<file path="config.mk">
export PLATFORM = sky130hd
export DESIGN_NAME = fifo_access_scheduler_flat
export DESIGN_NICKNAME = d
export VERILOG_FILES = /design/src/rtl/fifo_access_scheduler_if.sv /design/src/rtl/fifo_access_scheduler.sv /design/src/flat_wrapper.sv
export SDC_FILE = /design/constraint.sdc
export NUM_CORES = 1
export LEC_CHECK = 0
export CORE_MARGIN = 2
export CORE_UTILIZATION = 34
export CTS_CLUSTER_SIZE = 12
export DETAILED_ROUTE_END_ITERATION = 6
export GPL_TIMING_DRIVEN = 0
export PLACE_DENSITY_LB_ADDON = 0.08
export SYNTH_ARGS = -nofsm -noshare
export SYNTH_HDL_FRONTEND = slang
export SYNTH_SLANG_ARGS = --single-unit
</file>
<file path="constraint.sdc">
create_clock -name clk -period 5.6 [get_ports clk]
set_input_delay 1.12 -clock clk [delete_from_list [all_inputs] [get_ports clk]]
set_output_delay 1.12 -clock clk [all_outputs]
set_load 0.01 [all_outputs]
</file>
<file path="src/rtl/fifo_access_scheduler_if.sv">
// Bundle between the producers, the consumer and the shared FIFO
// controls driven by the access scheduler.
interface fifo_access_scheduler_if #(
  parameter int FIFO_WIDTH     = 16,
  parameter int NO_OF_ELEMENTS = 16,
  parameter int NUM_REQ        = 4,
  parameter int CNT_W          = $clog2(NO_OF_ELEMENTS + 1)
);
  logic [NUM_REQ-1:0]            req;
  logic [NUM_REQ*FIFO_WIDTH-1:0] req_data;
  logic [NUM_REQ-1:0]            ack;
  logic                          rd_req;
  logic                          rd_valid;
  logic                          fifo_resetn;
  logic                          fifo_w_en;
  logic [FIFO_WIDTH-1:0]         fifo_d_in;
  logic                          fifo_r_en;
  logic [CNT_W-1:0]              occupancy;
  logic                          full;
  logic                          empty;

  modport master (
    output req, req_data, rd_req,
    input  ack, rd_valid, fifo_resetn, fifo_w_en,
    input  fifo_d_in, fifo_r_en, occupancy, full, empty
  );

  modport slave (
    input  req, req_data, rd_req,
    output ack, rd_valid, fifo_resetn, fifo_w_en,
    output fifo_d_in, fifo_r_en, occupancy, full, empty
  );
endinterface

</file>
<file path="src/rtl/fifo_access_scheduler.sv">
// Round-robin write arbiter and occupancy tracker in front of a
// status-less synchronous FIFO shared by NUM_REQ producers.
module fifo_access_scheduler #(
  parameter int FIFO_WIDTH     = 16,
  parameter int NO_OF_ELEMENTS = 16,
  parameter int NUM_REQ        = 4,
  parameter int CNT_W          = $clog2(NO_OF_ELEMENTS + 1),
  parameter int IDX_W          = $clog2(NUM_REQ)
) (
  input  logic clk,
  input  logic reset,
  fifo_access_scheduler_if.slave bus
);

  logic [CNT_W-1:0]      r_count;
  logic [IDX_W-1:0]      r_last_grant;
  logic                  r_rd_valid;

  logic                  w_full;
  logic                  w_empty;
  logic                  w_wr_go;
  logic                  w_rd_go;
  logic [IDX_W-1:0]      w_win;
  logic [NUM_REQ-1:0]    w_ack;
  logic [FIFO_WIDTH-1:0] w_data [NUM_REQ];

  for (genvar g = 0; g < NUM_REQ; g++) begin : g_unpack
    assign w_data[g] = bus.req_data[g*FIFO_WIDTH +: FIFO_WIDTH];
  end

  assign w_full  = (r_count == CNT_W'(NO_OF_ELEMENTS));
  assign w_empty = (r_count == '0);

  // Reset gates the go signals so no ack or enable leaks out
  // while the FIFO is being cleared.
  assign w_wr_go = (|bus.req) & ~w_full & ~reset;
  assign w_rd_go = bus.rd_req & ~w_empty & ~reset;

  // Scan from the farthest slot down to the nearest so the first
  // requester after last_grant is the final (winning) assignment.
  always_comb begin
    logic [IDX_W-1:0] v_idx;
    v_idx = '0;
    w_win = r_last_grant;
    for (int k = NUM_REQ; k >= 1; k--) begin
      v_idx = IDX_W'((int'(r_last_grant) + k) % NUM_REQ);
      if (bus.req[v_idx]) w_win = v_idx;
    end
  end

  // One-hot ack for the winner, only when the write really happens.
  always_comb begin
    w_ack = '0;
    if (w_wr_go) w_ack[w_win] = 1'b1;
  end

  // Count, priority pointer and read-valid pipeline flop.
  always_ff @(posedge clk or posedge reset) begin
    if (reset) begin
      r_count      <= '0;
      r_last_grant <= IDX_W'(NUM_REQ - 1);
      r_rd_valid   <= 1'b0;
    end else begin
      r_rd_valid <= w_rd_go;
      if (w_wr_go) r_last_grant <= w_win;
      if (w_wr_go && !w_rd_go) begin
        r_count <= r_count + CNT_W'(1);
      end else if (!w_wr_go && w_rd_go) begin
        r_count <= r_count - CNT_W'(1);
      end
    end
  end

  assign bus.ack         = w_ack;
  assign bus.fifo_w_en   = w_wr_go;
  assign bus.fifo_d_in   = w_wr_go ? w_data[w_win] : '0;
  assign bus.fifo_r_en   = w_rd_go;
  assign bus.rd_valid    = r_rd_valid;
  assign bus.fifo_resetn = ~reset;
  assign bus.occupancy   = r_count;
  assign bus.full        = w_full;
  assign bus.empty       = w_empty;

endmodule

</file>
<file path="src/flat_wrapper.sv">
// flat-port wrapper written by rule: the top's interface ports become plain ports
module fifo_access_scheduler_flat 
#(
  parameter int FIFO_WIDTH     = 16,
  parameter int NO_OF_ELEMENTS = 16,
  parameter int NUM_REQ        = 4,
  parameter int CNT_W          = $clog2(NO_OF_ELEMENTS + 1),
  parameter int IDX_W          = $clog2(NUM_REQ)
)
  (clk, reset, bus_req, bus_req_data, bus_rd_req, bus_ack, bus_rd_valid, bus_fifo_resetn, bus_fifo_w_en, bus_fifo_d_in, bus_fifo_r_en, bus_occupancy, bus_full, bus_empty);
  fifo_access_scheduler_if #(.FIFO_WIDTH(FIFO_WIDTH), .NO_OF_ELEMENTS(NO_OF_ELEMENTS), .NUM_REQ(NUM_REQ), .CNT_W(CNT_W)) bus_i ();
  input  logic clk;
  input  logic reset;
  input wire logic [$bits(bus_i.req)-1:0] bus_req;
  input wire logic [$bits(bus_i.req_data)-1:0] bus_req_data;
  input wire logic [$bits(bus_i.rd_req)-1:0] bus_rd_req;
  output wire logic [$bits(bus_i.ack)-1:0] bus_ack;
  output wire logic [$bits(bus_i.rd_valid)-1:0] bus_rd_valid;
  output wire logic [$bits(bus_i.fifo_resetn)-1:0] bus_fifo_resetn;
  output wire logic [$bits(bus_i.fifo_w_en)-1:0] bus_fifo_w_en;
  output wire logic [$bits(bus_i.fifo_d_in)-1:0] bus_fifo_d_in;
  output wire logic [$bits(bus_i.fifo_r_en)-1:0] bus_fifo_r_en;
  output wire logic [$bits(bus_i.occupancy)-1:0] bus_occupancy;
  output wire logic [$bits(bus_i.full)-1:0] bus_full;
  output wire logic [$bits(bus_i.empty)-1:0] bus_empty;
  assign bus_i.req = bus_req;
  assign bus_i.req_data = bus_req_data;
  assign bus_i.rd_req = bus_rd_req;
  assign bus_ack = bus_i.ack;
  assign bus_rd_valid = bus_i.rd_valid;
  assign bus_fifo_resetn = bus_i.fifo_resetn;
  assign bus_fifo_w_en = bus_i.fifo_w_en;
  assign bus_fifo_d_in = bus_i.fifo_d_in;
  assign bus_fifo_r_en = bus_i.fifo_r_en;
  assign bus_occupancy = bus_i.occupancy;
  assign bus_full = bus_i.full;
  assign bus_empty = bus_i.empty;
  fifo_access_scheduler #(.FIFO_WIDTH(FIFO_WIDTH), .NO_OF_ELEMENTS(NO_OF_ELEMENTS), .NUM_REQ(NUM_REQ), .CNT_W(CNT_W), .IDX_W(IDX_W)) u_core (.clk(clk), .reset(reset), .bus(bus_i));
endmodule
</file>
### The clock network

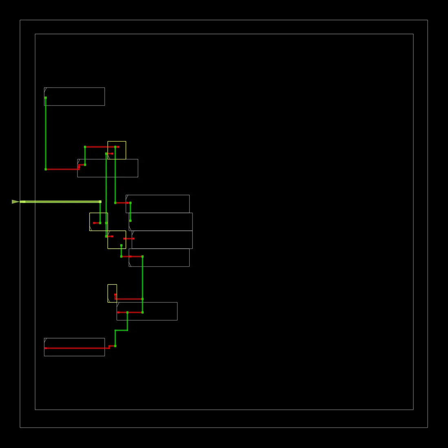
clock sinks: 8
clk latency late pin: 250 ps

### Nets reached from selected ports

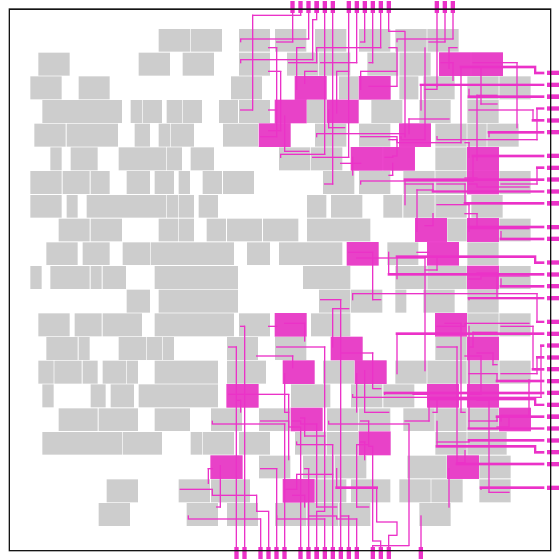
legend:
  bus_req_data:
    color: magenta
    direction: input
    end_cells: 32
    wire: 1360 um

### Logic cells by family

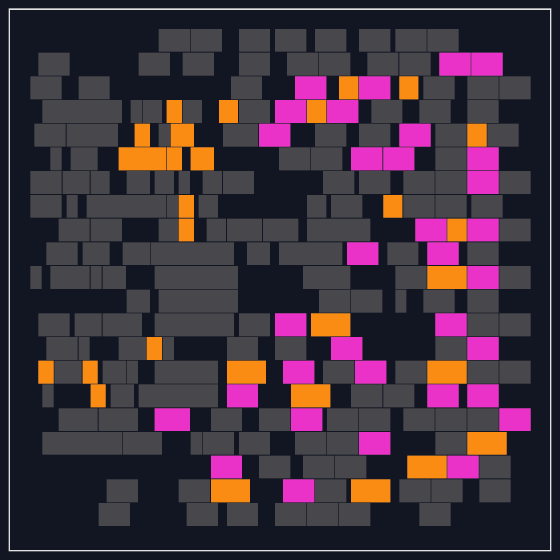
legend:
  inverting AOI/OAI gates:
    color: orange
    cells: 28
    most_used: o22ai_2
  multiplexers:
    color: magenta
    cells: 33
    most_used: mux2i_1
final std cells w/o fill: 265
dominant logic cell type in the layout: clkdlybuf4s50_1
fraction of area in multi-input gates: 0.367

### Routed clock nets over the placement

Scale bar: 20 um.
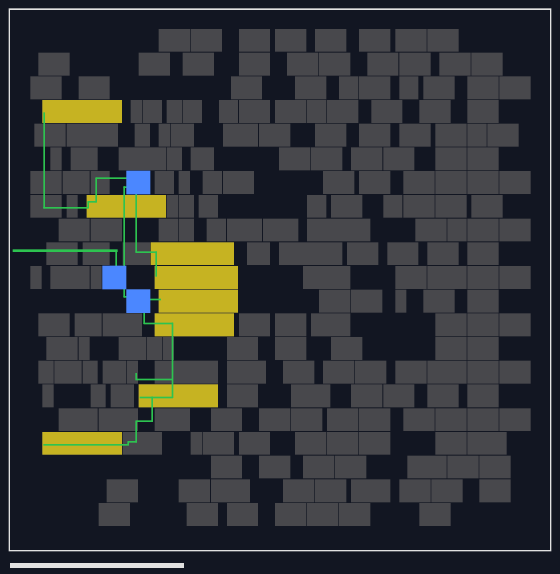
legend:
  cells driving clock nets:
    color: blue
    count: 3
  clock wires:
    color: green
    length: 110 um
  flip-flops:
    color: yellow
    count: 8
routed clock nets: 4

### Routed metal, one color a layer

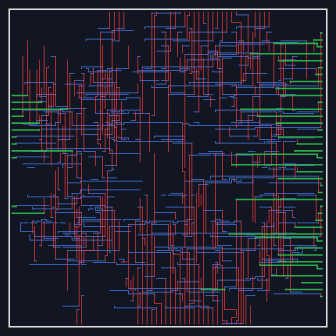
legend:
  met1:
    color: blue
    wire_length: 1560 um
  met3:
    color: green
    wire_length: 336 um
  met2:
    color: red
    wire_length: 1960 um
GR Util All Layers: 0.181
wire per inst: 14.6 um
via count: 1287
Total Wirelength: 3.86 mm

==> results_slide.txt <==
Physical Implementation Snapshot

Final timing
  – Worst Max-Slew Pin Slew: 527 ps
  – Setup TNS: 0 ps
  – Tcrit/Tclk final: 0.795
  – Fin Clk Skew: 7.58 ps
  – Final Slew Violations: 0
  – RSZ-0062 raised after global routing: false

Detailed routing
  – Met2 wire len: 1.96 mm
  – Met1 WL: 1.56 mm

Worst setup path
  – Crit-path max FO: 10
  – Reg-to-reg startpoint: u_core.bus.occupancy[0]
  – Slowest-stage cell, CP: clkdlybuf4s50_1
  – Largest stage delay, worst path: 560 ps
  – R2R setup slack: 2880 ps
  – CP top delay family: buffers and inverters
  – Reg-to-reg endpoint: u_core.bus.occupancy[4]

Placement
  – Port Buf Inserts: 101

Pwr
  – Clock share of power: 0.053
  – Psw: 0.360 mW
  – LEAKAGE: 0.947 nW

Min path
  – WHS Path Cells: 1
  – WHS Endpoint: u_core.bus.occupancy[4]

Synth
  – Max-area cell share: 0.280
  – Total number of yosys warnings: 0
  – Synth top cells by count: 32 x mux2i_1, 9 x o22ai_2, 7 x o22ai_1
  – Synth Instances: 114
  – Post-Syn Area: 1140 um^2
  – Syn_nets: 190

Global routing
  – Largest net degree at the start of global routing: 11
  – First-pass GRT wire length: 5.31 mm

Floorplan
  – Cell Rows: 21

Outcome
  – Run status: finished, final reports clean

Clocking
  – Clk slew on worst S/H paths: 50 ps
  – Root Driver: clkbuf_4
layout make-up:
class,instances,area (um^2)
Buffer,8,100
Multi-Input combinational cell,93,821
Timing Repair Buffer,101,1010
Clock buffer,4,26.3
Tap cell,46,57.6
Inverter,5,18.8
Sequential cell,8,203
Fill cell,281,1050
flip-flops by register name, indices dropped and copies added (netlist names):
| name | count |
|---|---|
| u_core.bus.occupancy | 5 |
| u_core.r_last_grant | 2 |
| u_core.bus.rd_valid | 1 |
stage by stage:
stage                     cell area [um^2]  power [mW]  cells  setup slack [ps]  hold WS, ps
after floorplan                       1140       0.577    114              2340          496
after global placement                2210       0.840    261              1160          514
after detailed placement              2210       0.856    261              1130          513
after CTS                             2240       0.906    265              1120          528
after global routing                  2240       0.956    265              1020          560
final                                 2240       0.897    265              1150          527
worst register-to-register path, stage by stage (launching register included):
cell and delay (ps):
dfrtp_1 470, nor4_2 360, nor2b_1 210, or3b_2 150, ha_1 180, inv_1 110, fa_1 410, a21o_1 190
a21oi_1 170, xnor2_1 140, nor2_1 60, xor2_1 150
power groups by stage:
stage | logic, mW | clock network (mW) | registers (mW)
2_1_floorplan | 0.446 | 0 | 0.131
3_3_place_gp | 0.712 | 0 | 0.129
3_5_place_dp | 0.725 | 0 | 0.131
4_1_cts | 0.727 | 0.0484 | 0.131
5_1_grt | 0.768 | 0.0531 | 0.135
6_report | 0.719 | 0.0476 | 0.130
worst max path at each step:
stage,start,end,slack [ps],cells after the start
after floorplan,bus_req[3],bus_fifo_d_in[10],2340,7
after global placement,bus_req[1],bus_fifo_d_in[11],1160,8
after detailed placement,bus_req[1],bus_fifo_d_in[14],1130,8
after CTS,bus_req[1],bus_fifo_d_in[14],1120,8
after global routing,bus_req[1],bus_fifo_d_in[11],1020,8
final,bus_req[1],bus_fifo_d_in[14],1150,8
cell usage in the layout (no fill, tap or decap), types with 4 or more instances in the layout:
| cell type | n |
|---|---|
| clkdlybuf4s50_1 | 101 |
| dfrtp_1 | 6 |
| o22ai_2 | 9 |
| ha_1 | 4 |
| o22ai_1 | 7 |
| nor2_1 | 5 |
| o21ai_0 | 4 |
| a21oi_1 | 4 |
| nand2b_1 | 4 |
| inv_1 | 5 |
| mux2i_1 | 32 |
layer usage:
layer / up-vias / global-route usage
met5: - / 0
met4: 0 / 0.0182
met3: 0 / 0.0290
met2: 53 / 0.338
met1: 601 / 0.224
li1: 633 / -
cell families after synthesis:
group,synth area share
adders and majority gates,0.0613
DFF,0.177
muxes,0.290
buffers and inverters,0.104
AOI/OAI and AO/OA,0.216
and+or+nand+nor,0.113
xor gates and xnor gates,0.0383
Power figures rest on the tool's default switching activity, not on a simulated workload.
